<file path="src/rtl/truth_table_sweeper.sv">
`default_nettype none
// ============================================================================
// Module      : truth_table_sweeper
// Description : Exhaustive-stimulus self-checking wrapper for a combinational
//               VARS-input DUT. Walks every input index in binary order,
//               holds each for HOLD_CYCLES clocks, samples dut_y at the end
//               of the hold and compares it against the EXPECTED truth table.
//               Reports pass, mismatch count and first failing index.
// Revision    : 1.0 - initial release
// ============================================================================
module truth_table_sweeper #(
    parameter int                      VARS        = 4,
    parameter int                      HOLD_CYCLES = 5,
    parameter logic [(2**VARS)-1:0]    EXPECTED    = '0
) (
    input  logic            clk,
    input  logic            rst,
    input  logic            start,
    input  logic            continuous,
    input  logic            abort,
    input  logic            dut_y,
    output logic [VARS-1:0] stim,
    output logic            busy,
    output logic            done,
    output logic            pass,
    output logic [VARS:0]   err_count,
    output logic [VARS-1:0] first_fail_idx,
    output logic            first_fail_valid
);

    localparam int              c_HW        = (HOLD_CYCLES > 1) ? $clog2(HOLD_CYCLES) : 1;
    localparam logic [c_HW-1:0] c_HOLD_LAST = c_HW'(HOLD_CYCLES - 1);
    localparam logic [VARS-1:0] c_IDX_MAX   = '1;

    typedef enum logic [1:0] {
        S_IDLE   = 2'd0,
        S_SWEEP  = 2'd1,
        S_FINISH = 2'd2
    } state_t;

    state_t          r_state;
    state_t          w_state_next;

    logic [VARS-1:0] r_idx;
    logic [c_HW-1:0] r_hold;
    logic [VARS:0]   r_err_acc;
    logic [VARS-1:0] r_ff_idx_acc;
    logic            r_ff_valid_acc;

    logic            r_pass;
    logic [VARS:0]   r_err_count;
    logic [VARS-1:0] r_ff_idx;
    logic            r_ff_valid;

    logic            w_sample_pt;
    logic            w_last_idx;
    logic            w_mismatch;
    logic            w_first_fail;
    logic [VARS:0]   w_err_next;

    assign w_sample_pt  = (r_hold == c_HOLD_LAST);
    assign w_last_idx   = (r_idx == c_IDX_MAX);
    assign w_mismatch   = (dut_y != EXPECTED[r_idx]);
    assign w_first_fail = w_mismatch && !r_ff_valid_acc;
    assign w_err_next   = r_err_acc + {{VARS{1'b0}}, w_mismatch};

    // State register
    always_ff @(posedge clk) begin
        if (rst) begin
            r_state <= S_IDLE;
        end else begin
            r_state <= w_state_next;
        end
    end

    // Next-state logic; abort outranks the end-of-sweep transition
    always_comb begin
        w_state_next = r_state;
        case (r_state)
            S_IDLE: begin
                if (start) begin
                    w_state_next = S_SWEEP;
                end
            end
            S_SWEEP: begin
                if (abort) begin
                    w_state_next = S_IDLE;
                end else if (w_sample_pt && w_last_idx) begin
                    w_state_next = S_FINISH;
                end
            end
            S_FINISH: begin
                w_state_next = continuous ? S_SWEEP : S_IDLE;
            end
            default: begin
                w_state_next = S_IDLE;
            end
        endcase
    end

    // Index/hold counters, per-sweep accumulators and latched results.
    // Results are latched on the edge that enters FINISH so they are already
    // valid while done is high; idx returns to 0 whenever the sweep ends.
    always_ff @(posedge clk) begin
        if (rst) begin
            r_idx          <= '0;
            r_hold         <= '0;
            r_err_acc      <= '0;
            r_ff_idx_acc   <= '0;
            r_ff_valid_acc <= 1'b0;
            r_pass         <= 1'b0;
            r_err_count    <= '0;
            r_ff_idx       <= '0;
            r_ff_valid     <= 1'b0;
        end else begin
            case (r_state)
                S_IDLE: begin
                    r_idx  <= '0;
                    r_hold <= '0;
                    if (start) begin
                        r_err_acc      <= '0;
                        r_ff_idx_acc   <= '0;
                        r_ff_valid_acc <= 1'b0;
                    end
                end
                S_SWEEP: begin
                    if (abort) begin
                        r_idx  <= '0;
                        r_hold <= '0;
                    end else if (w_sample_pt) begin
                        r_err_acc <= w_err_next;
                        if (w_first_fail) begin
                            r_ff_idx_acc   <= r_idx;
                            r_ff_valid_acc <= 1'b1;
                        end
                        if (w_last_idx) begin
                            r_err_count <= w_err_next;
                            r_pass      <= (w_err_next == '0);
                            r_ff_idx    <= w_first_fail ? r_idx : r_ff_idx_acc;
                            r_ff_valid  <= r_ff_valid_acc | w_mismatch;
                        end else begin
                            r_idx  <= r_idx + {{(VARS-1){1'b0}}, 1'b1};
                            r_hold <= '0;
                        end
                    end else begin
                        r_hold <= r_hold + c_HW'(1);
                    end
                end
                S_FINISH: begin
                    r_idx          <= '0;
                    r_hold         <= '0;
                    r_err_acc      <= '0;
                    r_ff_idx_acc   <= '0;
                    r_ff_valid_acc <= 1'b0;
                end
                default: begin
                    r_idx  <= '0;
                    r_hold <= '0;
                end
            endcase
        end
    end

    assign stim             = r_idx;
    assign busy             = (r_state == S_SWEEP) || (r_state == S_FINISH);
    assign done             = (r_state == S_FINISH);
    assign pass             = r_pass;
    assign err_count        = r_err_count;
    assign first_fail_idx   = r_ff_idx;
    assign first_fail_valid = r_ff_valid;

endmodule
`default_nettype wire

</file>
<file path="config.mk">
export PLATFORM = sky130hd
export DESIGN_NAME = truth_table_sweeper
export DESIGN_NICKNAME = d
export VERILOG_FILES = /design/src/rtl/truth_table_sweeper.sv
export SDC_FILE = /design/constraint.sdc
export NUM_CORES = 1
export LEC_CHECK = 0
export CAP_MARGIN = 15
export CORE_MARGIN = 1.5
export CORE_UTILIZATION = 52
export CTS_CLUSTER_DIAMETER = 40
export DETAILED_ROUTE_END_ITERATION = 8
export GPL_ROUTABILITY_DRIVEN = 1
export PLACE_DENSITY = 0.76
export SLEW_MARGIN = 20
export SYNTH_ARGS = -nofsm -noshare
export SYNTH_HDL_FRONTEND = slang
export SYNTH_SLANG_ARGS = --single-unit
</file>
<file path="constraint.sdc">
create_clock -name clk -period 1.9 [get_ports clk]
set_clock_uncertainty 0.05 [all_clocks]
set_input_delay 0.475 -clock clk [delete_from_list [all_inputs] [get_ports clk]]
set_output_delay 0.475 -clock clk [all_outputs]
set_load 0.02 [all_outputs]
</file>
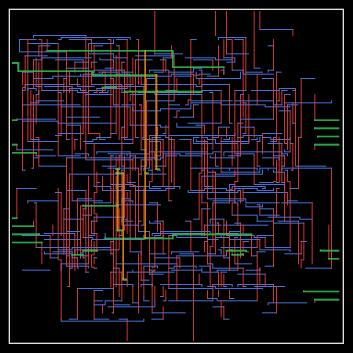
layers.png
Scale: 6 px per µm.
layer	colour	wire length
M2	red	1560 µm
M3	green	164 µm
M4	orange	74.8 µm
M1	blue	1440 µm

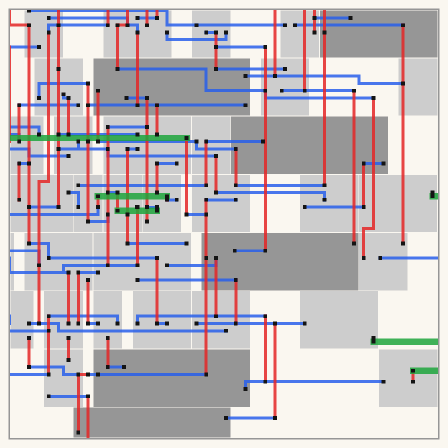
closeup.png
Region (32, 4) to (52, 24) µm. Cells in grey, sequential cells in the stronger grey; small squares are vias.
layer	colour
M2	red
M3	green
M1	blue
most frequent	dfxtp_1 (6), nand3_1 (3), buf_4 (3)
sequential cells in the window	6
netlist names of flops here include	stim (4), r_ff_idx_acc (2)
cells with their middle in the window	35

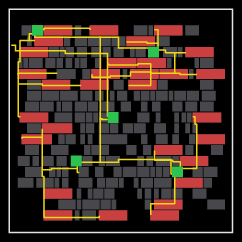
clock_wires.png
Scale: 4 px per µm.
[clock wires] yellow | length: 389 µm
[clock-net drivers] green | count: 5
[flip-flops] red | count: 30
flops lie	spread over the die

==> results.json <==
{
  "dp_slack_ps": -225,
  "min_to": "pass",
  "worstSetupStartpoint": "stim[1]",
  "maxCapViolCount": 0,
  "tightest_slew_ps": 297,
  "edf_count": 0,
  "reg2reg_from": "r_state[1]",
  "grt_util_met3_pct": 7.96,
  "finalNetCount": 214,
  "firstDrtPassIters": 4,
  "flop_area_um2": 603,
  "power_uw": 1170,
  "io_buffers": 22,
  "place_congestion": 0.726,
  "hp-start": "pass",
  "avgSynthCellArea_um2": 8.77,
  "warnings": 30,
  "grt_max_degree": 28,
  "p_seq_share_pct": 54.8,
  "grt_pass1_wl_mm": 5.18,
  "n_all_buffers": 37,
  "cts_buffer_depth": 2,
  "ys_cells": 163,
  "comb_share_pct": 42.1,
  "clock.fmax_mhz": 543,
  "status": "finished clean",
  "core_um2": 2540,
  "critical_path.top_delay_family": "buffers and inverters",
  "overflow": 0,
  "path_class": "flip-flop to output pin",
  "clk_pin_slew_ps": 100,
  "critPathMaxFanout": 3,
  "highest_layer": "met4",
  "synth_seq_share_pct": 42.0,
  "nMultiInputCombCells": 120,
  "power-top-group": "sequential cells",
  "area_delta_synth_final_pct": 29.3,
  "whs_path_depth": 2,
  "placementRows": 18,
  "fin_area_um2": 1850,
  "worst_setup_path_end_kind": "output pin",
  "hold_viol": 0,
  "async_flop_share_pct": 0,
  "cts_buffers": 5,
  "num_io_pins": 23,
  "most-common-layout-cells": "dfxtp_1, nor2_1, clkdlybuf4s50_1",
  "met3_wirelength_um": 164,
  "grt.busiest_layer": "met2",
  "top_area_cell_class": "combinational gates",
  "synth.logic.top_family": "simple AND/OR/NAND/NOR gates",
  "finalCritPeriodShare_pct": 96.9,
  "clk_latency_ps": 340,
  "wl_met1_mm": 1.44,
  "synthCells": 163,
  "cts_sinks": 30,
  "report.final.slew_viol_count": 0,
  "hold_class": "flip-flop to flip-flop",
  "yosys.area_share.xor_xnor_pct": 3.06,
  "vias_per_cell": 5.70,
  "flop_cell": "dfxtp_1",
  "vias": 1311,
  "crit_slowest_cell": "clkdlybuf4s50_1",
  "dieArea_um2": 3070,
  "nWellTaps": 30,
  "fin_ws_ps": 58.0,
  "simple_gate_area_share_pct": 26.4,
  "ant_nets": 0,
  "r2r_slack_ps": 180,
  "hold_ws_ps": 434,
  "cp_cell_sequence": "clkdlybuf4s50_1",
  "wl_met2_mm": 1.56,
  "nFlopsAndLatches": 30,
  "yosysUniqueCellTypes": 37,
  "die_h_um": 55.4,
  "p_int_uw": 865,
  "place_inst": 222,
  "worst_setup_path_start_kind": "flip-flop",
  "ys_sh_mux_pct": 2.10,
  "synth_chip_area_um2": 1430
}
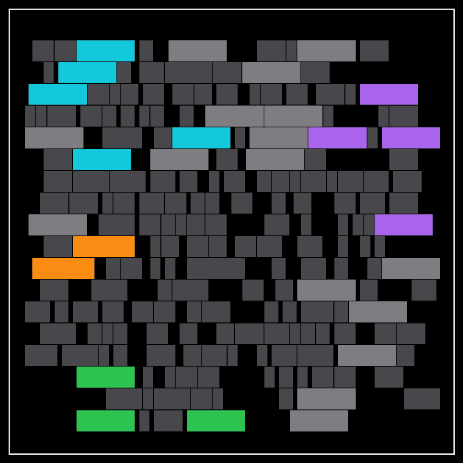
ff_map.png
Scale: 8 px per µm.
netlist name	colour	placed flops
r_state	orange	2
r_err_acc	cyan	5
r_hold	green	3
first_fail_idx	purple	4
not coloured	16

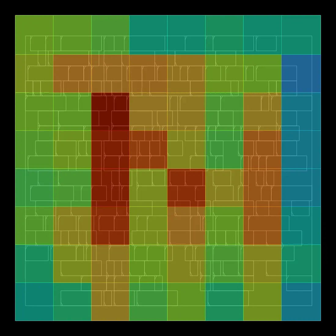
congestion_map.png
WL/cell: 14.1 µm
M2 GR Usage: 35.5%

[cell usage after synthesis, types with 2 or more instances]
library cell	n	area share (%)
buf_4	2	1.1
nor3_1	4	1.4
xnor2_1	2	1.2
nand3b_1	2	1.1
xor2_1	3	1.8
inv_1	5	1.3
ha_1	9	7.9
nand2b_1	9	3.9
a211oi_1	6	3.2
a22oi_1	2	1.1
nor2_1	20	5.3
dfxtp_1	30	42
mux2i_1	3	2.1
nand4b_1	4	2.5
o21ai_0	6	2.1
nand3_1	5	1.8
a311oi_1	4	2.5
clkbuf_1	4	1.1
a21oi_1	12	4.2
nand2_1	14	3.7
[timing repair]
| action | in CTS | in global routing |
|---|---|---|
| hold buffers | 0 | 0 |
| endpoints found under the setup margin | 3 | 4 |
| gates resized | 5 | 4 |
| buffers inserted | 0 | 0 |
Power and IR drop assume default switching activity.
